### src/rtl/coil_phase_decoder.sv
// Decodes the 4-wire half-step coil drive back into a signed step position,
// direction, step period, stall and phase-sequence error status.
module coil_phase_decoder #(
    parameter int unsigned FILTER_CYCLES = 16,
    parameter int unsigned POS_W         = 32,
    parameter int unsigned PERIOD_W      = 24,
    parameter int unsigned STALL_CYCLES  = 5000000
) (
    input  logic                CLK50MHZ,
    input  logic                RSTN,
    input  logic [3:0]          COIL,
    input  logic                CLR_ERR,
    output logic [POS_W-1:0]    POSITION,
    output logic                DIR,
    output logic                STEP_PULSE,
    output logic                ERR_PULSE,
    output logic                ERR,
    output logic                LOCKED,
    output logic [PERIOD_W-1:0] PERIOD,
    output logic                STALL
);

    localparam int unsigned RUN_W = $clog2(FILTER_CYCLES + 1);
    localparam logic [RUN_W-1:0] RUN_MAX = RUN_W'(FILTER_CYCLES);
    localparam logic [PERIOD_W-1:0] PERIOD_MAX = '1;
    localparam logic [PERIOD_W-1:0] STALL_LIM =
        (64'(STALL_CYCLES) >= ((64'(1) << PERIOD_W) - 64'(1))) ? PERIOD_MAX
                                                               : PERIOD_W'(STALL_CYCLES);

    logic [3:0]          sync1;
    logic [3:0]          sync2;
    logic [3:0]          cand;
    logic [RUN_W-1:0]    run;
    logic [3:0]          acc_pat;
    logic                acc_new;
    logic [2:0]          ref_idx;
    logic [PERIOD_W-1:0] period_cnt;

    logic [2:0]          idx_c;
    logic                valid_c;
    logic                idle_c;
    logic [2:0]          delta_c;
    logic                step_c;
    logic                err_c;
    logic                fwd_c;
    logic                double_c;
    logic                invalid_c;
    logic [POS_W-1:0]    amount_c;
    logic [PERIOD_W-1:0] cnt_inc_c;

    // Two-flop synchronizer for the asynchronous coil lines
    always_ff @(posedge CLK50MHZ or negedge RSTN) begin
        if (!RSTN) begin
            sync1 <= 4'b0000;
            sync2 <= 4'b0000;
        end else begin
            sync1 <= COIL;
            sync2 <= sync1;
        end
    end

    // Glitch filter: a pattern must persist FILTER_CYCLES samples; only a change
    // of the accepted pattern raises acc_new
    always_ff @(posedge CLK50MHZ or negedge RSTN) begin
        if (!RSTN) begin
            cand    <= 4'b0000;
            run     <= '0;
            acc_pat <= 4'b0000;
            acc_new <= 1'b0;
        end else begin
            acc_new <= 1'b0;
            if (sync2 != cand) begin
                cand <= sync2;
                run  <= RUN_W'(1);
                if ((RUN_MAX == RUN_W'(1)) && (sync2 != acc_pat)) begin
                    acc_pat <= sync2;
                    acc_new <= 1'b1;
                end
            end else if (run < RUN_MAX) begin
                run <= run + RUN_W'(1);
                if (((run + RUN_W'(1)) == RUN_MAX) && (cand != acc_pat)) begin
                    acc_pat <= cand;
                    acc_new <= 1'b1;
                end
            end
        end
    end

    // Half-step phase table
    always_comb begin
        idx_c   = 3'd0;
        valid_c = 1'b0;
        idle_c  = 1'b0;
        case (acc_pat)
            4'b0100: begin idx_c = 3'd0; valid_c = 1'b1; end
            4'b0110: begin idx_c = 3'd1; valid_c = 1'b1; end
            4'b0010: begin idx_c = 3'd2; valid_c = 1'b1; end
            4'b1010: begin idx_c = 3'd3; valid_c = 1'b1; end
            4'b1000: begin idx_c = 3'd4; valid_c = 1'b1; end
            4'b1001: begin idx_c = 3'd5; valid_c = 1'b1; end
            4'b0001: begin idx_c = 3'd6; valid_c = 1'b1; end
            4'b0101: begin idx_c = 3'd7; valid_c = 1'b1; end
            4'b0000: idle_c = 1'b1;
            default: ;
        endcase
    end

    // Step classification from the modulo-8 phase distance
    always_comb begin
        delta_c   = idx_c - ref_idx;
        step_c    = 1'b0;
        err_c     = 1'b0;
        fwd_c     = 1'b0;
        double_c  = 1'b0;
        invalid_c = 1'b0;
        if (acc_new && !idle_c) begin
            if (!valid_c) begin
                invalid_c = 1'b1;
                err_c     = 1'b1;
            end else if (LOCKED) begin
                case (delta_c)
                    3'd1: begin step_c = 1'b1; fwd_c = 1'b1; end
                    3'd2: begin step_c = 1'b1; fwd_c = 1'b1; double_c = 1'b1; end
                    3'd7: step_c = 1'b1;
                    3'd6: begin step_c = 1'b1; double_c = 1'b1; end
                    3'd3, 3'd4, 3'd5: err_c = 1'b1;
                    default: ;
                endcase
            end
        end
        amount_c = double_c ? POS_W'(2) : POS_W'(1);
    end

    // Decode stage: position, direction, lock and error flags
    always_ff @(posedge CLK50MHZ or negedge RSTN) begin
        if (!RSTN) begin
            POSITION   <= '0;
            DIR        <= 1'b0;
            STEP_PULSE <= 1'b0;
            ERR_PULSE  <= 1'b0;
            ERR        <= 1'b0;
            LOCKED     <= 1'b0;
            ref_idx    <= 3'd0;
        end else begin
            STEP_PULSE <= step_c;
            ERR_PULSE  <= err_c;
            if (step_c) begin
                POSITION <= fwd_c ? (POSITION + amount_c) : (POSITION - amount_c);
                DIR      <= fwd_c;
            end
            if (acc_new && valid_c) begin
                ref_idx <= idx_c;
            end
            if (invalid_c) begin
                LOCKED <= 1'b0;
            end else if (acc_new && valid_c) begin
                LOCKED <= 1'b1;
            end
            if (err_c) begin
                ERR <= 1'b1;
            end else if (CLR_ERR) begin
                ERR <= 1'b0;
            end
        end
    end

    assign cnt_inc_c = (period_cnt == PERIOD_MAX) ? PERIOD_MAX : (period_cnt + PERIOD_W'(1));

    // Step period measurement and stall detection
    always_ff @(posedge CLK50MHZ or negedge RSTN) begin
        if (!RSTN) begin
            period_cnt <= '0;
            PERIOD     <= '0;
            STALL      <= 1'b0;
        end else if (step_c) begin
            PERIOD     <= cnt_inc_c;
            period_cnt <= '0;
            STALL      <= 1'b0;
        end else begin
            period_cnt <= cnt_inc_c;
            if (cnt_inc_c >= STALL_LIM) begin
                STALL <= 1'b1;
            end
        end
    end

endmodule

### config.mk
export PLATFORM = sky130hd
export DESIGN_NAME = coil_phase_decoder
export DESIGN_NICKNAME = d
export VERILOG_FILES = /design/src/rtl/coil_phase_decoder.sv
export SDC_FILE = /design/constraint.sdc
export NUM_CORES = 1
export LEC_CHECK = 0
export ABC_AREA = 1
export CAP_MARGIN = 15
export CORE_MARGIN = 2
export CORE_UTILIZATION = 45
export DETAILED_ROUTE_END_ITERATION = 7
export PLACE_DENSITY = 0.7
export SLEW_MARGIN = 20
export SYNTH_ARGS = -nofsm -noshare
export SYNTH_HDL_FRONTEND = slang
export SYNTH_SLANG_ARGS = --single-unit
### constraint.sdc
create_clock -name CLK50MHZ -period 9.3 [get_ports CLK50MHZ]
set_input_delay 0.93 -clock CLK50MHZ [delete_from_list [all_inputs] [get_ports CLK50MHZ]]
set_output_delay 0.93 -clock CLK50MHZ [all_outputs]
set_load 0.01 [all_outputs]
==> flow_summary_export.csv, run 1 <==
group,metric,value,unit
run_status,status,"completed",
power_and_ir_drop,switchingPower,0.199,mW
routing,vias_per_cell,5.22,
sta,setup_viol,0,
clock_network,cts_tree,"done",
setup_path,path_delay_family,"simple AND/OR/NAND/NOR gates",
synth,seq_area_frac_synth,41.0,%
setup_path,path_common_cell,"nand2_1",
finish,drive_above_1_share,5.14,%
flow_run,tool_warnings,27,
sta,fin_skew,10.5,ps
setup_path,crit_path_max_fanout,32,
routing,top_layer_used,"met4",
routing,drc,0,
power_and_ir_drop,p_int,0.754,mW
routing,wire_per_inst,14.5,µm
power_and_ir_drop,peakVddDrop,0.143,mV
sta,max_slew_margin,37.4,%
routing,met3_length,750,µm
synth,edf_count,0,
routing,wl_met1,7.35,mm
global_route,use_met3,4.56,%
clock_network,cts_max_level,3,
placement,numPortBuffers,68,
finish,area_growth,17.0,%
power_and_ir_drop,switching_share,20.8,%
synth,synth_warnings,0,
clock_network,cts_buffers,9,
placement,place_congestion,0.941,
floorplan,rows,44,
[run 1: final timing paths]
| kind | slack (ps) | from | end |
|---|---|---|---|
| worst max-delay path | 4830 | acc_pat[2]$_DFFE_PN0P_ | POSITION[29]$_DFFE_PN0P_ |
| worst min-delay path | 350 | sync1[0]$_DFF_PN0_ | sync2[0]$_DFF_PN0_ |
| worst max register to register | 4830 | acc_pat[2]$_DFFE_PN0P_ | POSITION[29]$_DFFE_PN0P_ |
| worst min register to register | 350 | sync1[0]$_DFF_PN0_ | sync2[0]$_DFF_PN0_ |
| max in group asynchronous | 7460 | RSTN | PERIOD[2]$_DFFE_PN0P_ |
| min in group asynchronous | 520 | RSTN | ERR_PULSE$_DFF_PN0_ |
[run 1: per-stage QoR]
step	total power, mW	setup WS [ps]	area [µm²]	hold slack, ps	util (%)
floorplan	0.501	5460	6770	331	-
global placement	0.514	5010	7570	332	51.9
detailed placement	0.514	4840	7570	340	51.9
CTS	0.968	4810	7920	353	54.3
global route	0.988	4400	7920	361	54.3
finish	0.953	4830	7920	350	54.3
[run 1: layout make-up]
cell class | instances | area [µm²] | area share (%)
multi-input combinational | 683 | 3590 | 45.3
clock inverter | 6 | 118 | 1.49
inverter | 73 | 275 | 3.48
clock buffer | 9 | 225 | 2.85
tap | 184 | 230 | 2.91
timing repair buffer | 71 | 701 | 8.85
sequential | 111 | 2780 | 35.1
[run 1: cells in the mapped netlist (3+ instances only)]
cell type | n | area (µm²)
xor2_1 | 14 | 123
nor2_2 | 5 | 31.3
a31oi_1 | 6 | 37.5
o21ai_1 | 32 | 160
buf_4 | 3 | 22.5
nand4_1 | 11 | 68.8
nand2_2 | 3 | 18.8
buf_6 | 4 | 45.0
buf_2 | 6 | 30.0
xnor2_1 | 23 | 201
inv_2 | 7 | 26.3
clkbuf_1 | 5 | 18.8
nand3b_1 | 8 | 60.1
o21ai_0 | 34 | 170
ha_1 | 35 | 438
nand2_4 | 3 | 33.8
nor4_1 | 4 | 25.0
a21o_1 | 7 | 52.6
inv_1 | 65 | 244
nand2_1 | 253 | 950
nor2_1 | 107 | 402
a21oi_1 | 50 | 250
nand3_1 | 56 | 280
dfrtp_1 | 111 | 2780
nor3_1 | 6 | 30.0
[run 1: registers in the layout, indices dropped and copies added (netlist names)]
signal      flops
cand            4
PERIOD         24
sync2           4
period_cnt     24
LOCKED          1
sync1           4
acc_pat         4
POSITION       32
ref_idx         3
ERR             1
ERR_PULSE       1
DIR             1
STALL           1
STEP_PULSE      1
acc_new         1
run             5
[run 1: cell families (layout without fill, tap and decap cells)]
group / Yosys count / after routing / share of synthesized area (%)
compound gates: 140 / 140 / 11.2
xor+xnor: 39 / 39 / 5.27
fa+ha+maj: 37 / 37 / 7.06
buf+inv: 93 / 159 / 5.93
flops: 111 / 111 / 41.0
mux: 1 / 1 / 0.166
simple gates: 466 / 466 / 29.3
[run 1: power by group through the flow]
stage | registers (mW) | clock network, mW | logic [mW]
finish | 0.488 | 0.450 | 0.0158
CTS | 0.488 | 0.463 | 0.0169
floorplan | 0.497 | 0 | 0.00405
global route | 0.488 | 0.481 | 0.0188
detailed placement | 0.497 | 0 | 0.0168
global placement | 0.497 | 0 | 0.0166
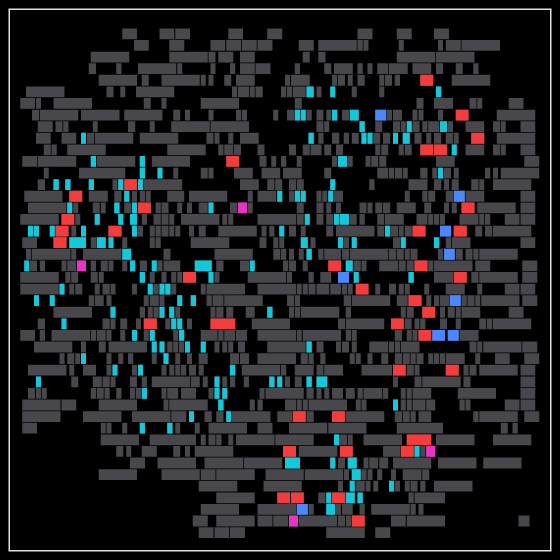
Run 1: gate families picked out
blue -> non-inverting ao/oa cells  # cells 9, most used a21o_1, where right middle
cyan -> nor cells  # cells 126, most used nor2_1
red -> xor and xnor cells  # cells 39, most used xnor2_1
magenta -> and/or cells  # cells 4
non-filler cells, final: 1137
most numerous logic cell after layout: nand2_1

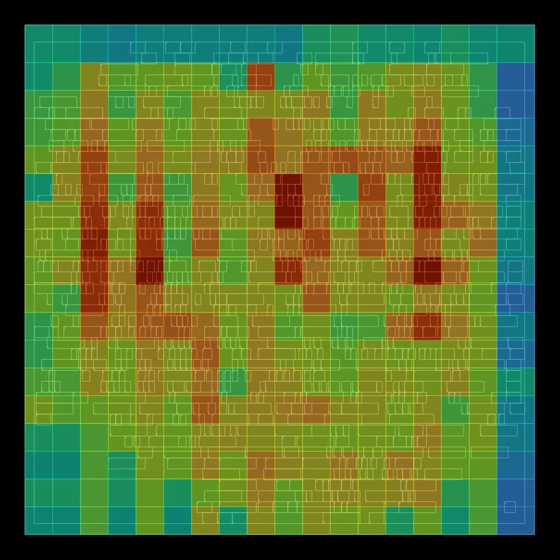
Run 1: track usage over the die
met2 usage: 36.2%
gr usage total: 21.4%

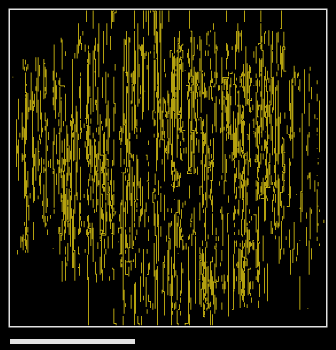
Run 1: M2 wires
Scale bar: 50 µm.
main direction = vertical
longest straight run = 52.0 µm
Via Count: 5936
Total Wirelength: 16.4 mm

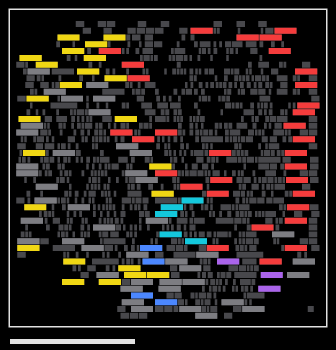
Run 1: sequential cells coloured by netlist name
Scale bar: 50 µm. Other sequential cells in the stronger grey, the rest of the logic in the fainter grey.
purple -> ref_idx  # sequential cells 3
cyan -> run  # sequential cells 5
blue -> sync2  # sequential cells 4, where bottom middle
red -> POSITION  # sequential cells 32
yellow -> PERIOD  # sequential cells 24
Seq power: 0.488 mW
Reg area: 2780 µm²
Layout Utilization: 54.3%

## Run 2: what changed since run 1
==> constraint.sdc (replaced) <==
create_clock -name CLK50MHZ -period 4.67 [get_ports CLK50MHZ]
set_input_delay 0.467 -clock CLK50MHZ [delete_from_list [all_inputs] [get_ports CLK50MHZ]]
set_output_delay 0.467 -clock CLK50MHZ [all_outputs]
set_load 0.01 [all_outputs]
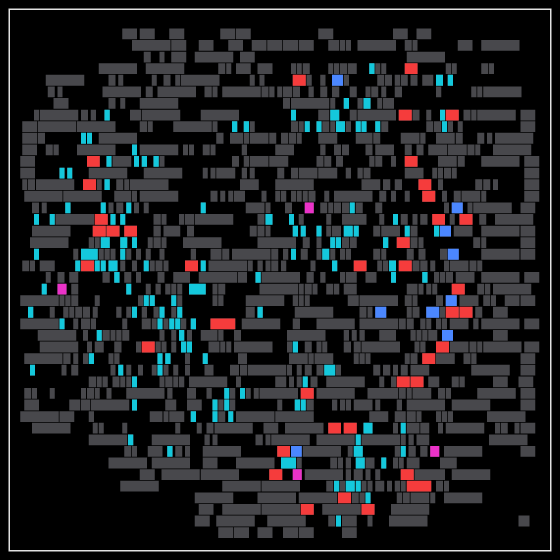
Run 2: gate families picked out
cyan -> nor cells  # cells 126, most used nor2_1
blue -> non-inverting ao/oa cells  # cells 9, most used a21o_1, where right middle
red -> xor and xnor cells  # cells 39, most used xnor2_1, where spread over the die
magenta -> and/or cells  # cells 4

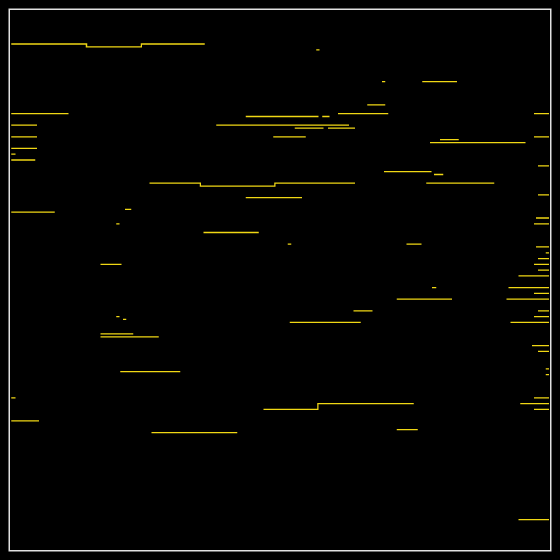
Run 2: metal 3
wire length on this layer = 557 µm
main direction = horizontal
longest straight run = 30.8 µm

==> run 2 against run 1 <==
Net effect: utilization fell by 0.24 points; sequential cell count did not move; total power rose by 87%; non-clock buffer count rose by 1; die area did not move; largest cell class unchanged; largest power group unchanged; highest routed layer unchanged.
==> flow_summary_export.csv, run 2 <==
group,metric,value,unit
sta,setup_viol,0,
synth,yosys.area.top_type,"dfrtp_1",
flow_run,tool_warnings,27,
sta,fin_skew,9.27,ps
finish,area_growth,16.4,%
synth,netlist_top_cells_area,"dfrtp_1 41%, nand2_1 14%, ha_1 6.5%",
finish,reg_top3,"POSITION x32, PERIOD x24, period_cnt x24",
synth,edf_count,0,
finish,lay_top_count,"nand2_1",
setup_path,crit_path_max_fanout,28,
run_status,status,"completed",
clock_network,cts_tree,"done",
sta,max_slew_margin,36.7,%
finish,final_core_util,54.0,%
routing,vias,5906,
routing,vias_per_cell,5.19,
power_and_ir_drop,peakVddDrop,0.152,mV
setup_path,r2r-end,"POSITION[23]$_DFFE_PN0P_",
setup_path,endpoint,"POSITION[23]$_DFFE_PN0P_",
routing,wire_per_inst,14.6,µm
clock_network,cts_buffers,9,
placement,place_congestion,0.936,
synth,synth_warnings,0,
finish,largest_reg_flops,32,
clock_network,cts_max_level,3,
[run 2: netlist changes by cell type in the layout (fill, tap and decap cells not counted)]
cell / delta
bufinv_16: -3
clkinv_8: +1
inv_6: -1
clkinv_4: +2
buf_4: +1
inv_8: +2
[run 2: cell type report]
class,instances,area (µm²)
clock inverter,7,75.1
clock buffer,9,225
sequential,111,2780
inverter,73,275
timing repair buffer,72,708
tap,184,230
fill,1421,6710
multi-input combinational,683,3590
[run 2: worst max-delay path, stage by stage (launching register included)]
cell	delay, ps
dfrtp_1	390
inv_1	100
nor2_1	150
o22ai_1	130
ha_1	210
fa_1	370
xnor2_1	250
xor2_2	160
o21ai_1	110
a21oi_2	120
nand2_2	100
buf_4	250
ha_1	380
a21oi_1	240
o21ai_0	170
a21oi_1	140
nand2_1	130
nand2_1	90
nand2_1	80
or2_2	280
nand3_1	70
nand2_1	50
[run 2: per-layer routing]
layer	GRT usage, %	routed length, µm	up-vias
li1	-	-	3028
met1	29.2	7650	2761
met2	36.8	8110	98
met3	3.71	557	19
met4	6.40	267	0
met5	0	0	-
[run 2: worst min path at each step]
stage                               endpoint  cells after the start
detailed placement        sync2[0]$_DFF_PN0_                      0
finish                ref_idx[1]$_DFFE_PN0P_                      1
CTS                 POSITION[11]$_DFFE_PN0P_                      1
floorplan                    DIR$_DFFE_PN0P_                      0
global placement          sync2[3]$_DFF_PN0_                      0
global route          ref_idx[2]$_DFFE_PN0P_                      1
[run 2: power by group]
part           leakage [nW]  switching [mW]  internal (mW)
clock                 0.144           0.403          0.381
sequential             1.50         0.00462          0.966
combinational          2.30          0.0227        0.00867
total                  3.95           0.430           1.36
[run 2: logic make-up (layout without fill, tap and decap cells)]
| logic type | Yosys count | in the layout | synth area share [%] |
|---|---|---|---|
| flip-flops | 111 | 111 | 41.0 |
| multiplexers | 1 | 1 | 0.166 |
| AND-OR/OR-AND | 140 | 140 | 11.2 |
| adder cells (fa/ha/maj) | 37 | 37 | 7.06 |
| buffers and inverters | 93 | 161 | 5.93 |
| XOR/XNOR | 39 | 39 | 5.27 |
| AND/OR/NAND/NOR | 466 | 466 | 29.3 |
[run 2: through the flow]
step / power (mW) / std cells / instance area [µm²] / hold slack (ps) / worst slack (ps)
2_1_floorplan: 0.997 / 887 / 6770 / 171 / 829
3_3_place_gp: 1.02 / 1123 / 7580 / 332 / 745
3_5_place_dp: 1.02 / 1123 / 7580 / 335 / 603
4_1_cts: 1.81 / 1139 / 7880 / 290 / 583
5_1_grt: 1.86 / 1139 / 7880 / 345 / 213
6_report: 1.79 / 1139 / 7880 / 263 / 573
## Run 3: what changed since run 2
--- a/config.mk
+++ b/config.mk
@@ -7,7 +7,6 @@
 export LEC_CHECK = 0
 export ABC_AREA = 1
 export CAP_MARGIN = 15
-export CORE_MARGIN = 2
 export CORE_UTILIZATION = 45
 export DETAILED_ROUTE_END_ITERATION = 7
 export PLACE_DENSITY = 0.7
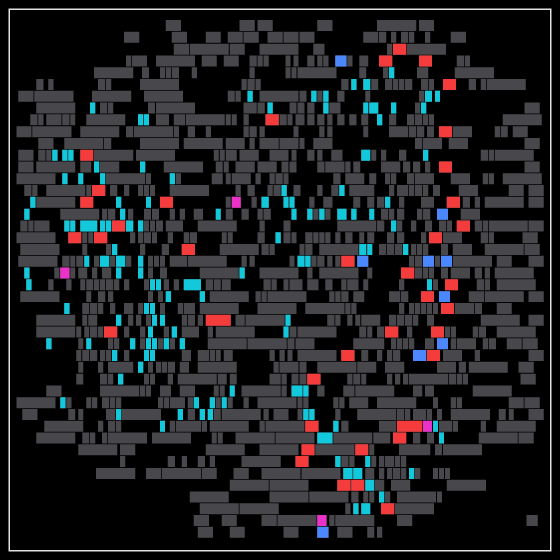
Run 3: gate families picked out
red -> xor and xnor cells  # cells 39, most used xnor2_1, where spread over the die
magenta -> and/or cells  # cells 4
blue -> non-inverting ao/oa cells  # cells 9, most used a21o_1, where right middle
cyan -> nor cells  # cells 126, most used nor2_1
non-filler cells, final: 1140
fraction of area in multi-input gates: 45.4%

==> run 3 against run 2 <==
Net effect: register-to-register slack got worse by 60 ps; final cell count barely moved; fmax fell by 1.6%; sequential share of layout area shrank 0.078 points; sequential power barely moved; combinational power is 1% higher; count of clock-buffer cells in the layout stayed put; clock power increased by 2%; total power grew 0.72%; routed wire length fell by 0.17%; critical path type unchanged; largest cell class unchanged.
==> flow_summary_export.csv, run 3 <==
group,metric,value,unit
global_route,grt_antenna_before_repair,0,
synth,syn_inst,887,
synth,yosys.area.top_type,"dfrtp_1",
sta,fin_skew,11.5,ps
routing,first_pass_iters,6,
sta,max_slew_margin,35.8,%
flow_run,drv_cap,0,
finish,largest_reg_flops,32,
power_and_ir_drop,peakVddDrop,0.220,mV
finish,final_core_util,54.1,%
routing,vias_per_cell,5.14,
placement,dpl-instance-area,7590,µm²
setup_path,crit_path_max_fanout,23,
finish,lay_top_count,"nand2_1",
finish,nets,995,
finish,postLayoutCellArea,7900,µm²
synth,netlist_top_cells_area,"dfrtp_1 41%, nand2_1 14%, ha_1 6.5%",
placement,place_congestion,0.961,
synth,synth_warnings,0,
finish,reg_top3,"POSITION x32, PERIOD x24, period_cnt x24",
run_status,status,"completed",
clock_network,cts_buffers,9,
flow_run,tool_warnings,27,
clock_network,cts_tree,"done",
routing,drtIter0Drc,375,
sta,hold_viol_final,0,
synth,edf_count,0,
routing,wire_per_inst,14.5,µm
floorplan,fp.dieH,125,µm
sta,setup_viol,0,
finish,drive_above_1_share,5.44,%
synth,fp_nets,931,
finish,area_growth,16.7,%
clock_network,cts_max_level,3,
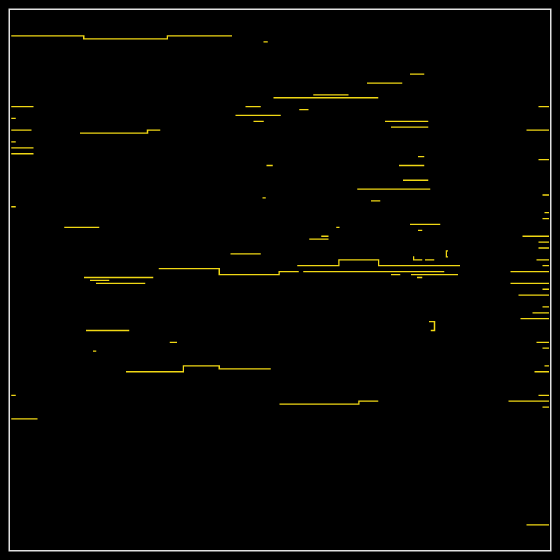
Run 3: metal 3
main direction = horizontal
nets with wire on the layer = 69
wire length on this layer = 553 µm
Total Wirelength: 16.6 mm
met3 Track Usage GR: 3.91%
Via Count: 5854

run 3: final cells by class:
type / instances / area (µm²)
well taps: 184 / 230
clock inverters: 7 / 85.1
multi-input cells: 683 / 3590
repair buffers: 73 / 716
fillers: 1401 / 6690
flip-flops and latches: 111 / 2780
inverters: 73 / 275
clock buffers: 9 / 225
run 3: worst max-delay path, cell delays in order (launching register included):
cell and delay, ps:
dfrtp_1 400, inv_1 90, nor2_1 130, o22ai_1 110
ha_1 200, fa_1 370, xnor2_1 240, xor2_2 160
o21ai_1 110, a21oi_2 130, nand2_2 310, buf_4 310
ha_1 360, nand2_1 130, nor2_1 240, inv_1 100
nor4_1 260, nand2_1 140, nand2_1 90, nand2_1 40
nand3_1 60, nand2_1 60
run 3: where the power goes:
part	total [mW]	leakage [nW]	switching (mW)	internal, mW
clock network	0.796	0.147	0.412	0.384
registers	0.971	1.50	0.00494	0.966
logic	0.0318	2.30	0.0231	0.00870
run 3: metal layers:
| layer | track usage [%] | wire [µm] | part of all wire, % | vias up |
|---|---|---|---|---|
| li1 | - | - | - | 3033 |
| met1 | 28.8 | 7650 | 46 | 2690 |
| met2 | 39.1 | 8120 | 49 | 113 |
| met3 | 3.91 | 552 | 3.3 | 18 |
| met4 | 5.81 | 238 | 1.4 | 0 |
| met5 | 0 | 0 | 0 | - |
run 3: kinds of logic (layout without fill, tap and decap cells):
kind of cell	after synthesis	in the layout	synth area share, %
multiplexers	1	1	0.166
XOR/XNOR	39	39	5.27
AND-OR/OR-AND	140	140	11.2
AND/OR/NAND/NOR	466	466	29.3
buffers and inverters	93	162	5.93
flip-flops	111	111	41.0
adder cells (fa/ha/maj)	37	37	7.06
run 3: path summary, 6_finish.rpt:
path                       cells past startpoint  slack, ps                        to                    from
max in group asynchronous                      2       3410     PERIOD[1]$_DFFE_PN0P_                    RSTN
setup / recovery                              21        510  POSITION[30]$_DFFE_PN0P_  acc_pat[2]$_DFFE_PN0P_
min in group CLK50MHZ                          0        350        sync2[1]$_DFF_PN0_      sync1[1]$_DFF_PN0_
hold reg to reg                                0        350        sync2[1]$_DFF_PN0_      sync1[1]$_DFF_PN0_
setup reg to reg                              21        510  POSITION[30]$_DFFE_PN0P_  acc_pat[2]$_DFFE_PN0P_
hold / removal                                 1        250        LOCKED$_DFFE_PN0P_                    RSTN
run 3: through the flow:
stage / cells / total power [mW] / hold WS (ps) / setup WS, ps
after floorplan: 887 / 0.997 / 171 / 829
after global placement: 1124 / 1.02 / 332 / 601
after detailed placement: 1124 / 1.02 / 335 / 469
after CTS: 1140 / 1.82 / 293 / 429
after global routing: 1140 / 1.86 / 345 / 20.8
final: 1140 / 1.80 / 254 / 508
run 3: repair_timing:
action | CTS | global route
resized | 0 | 1
endpoints found under the setup margin | 0 | 3
hold buffers | 0 | 0
buffers inserted | 0 | 0
No activity file was given, so power comes from the tool's default toggle rates.
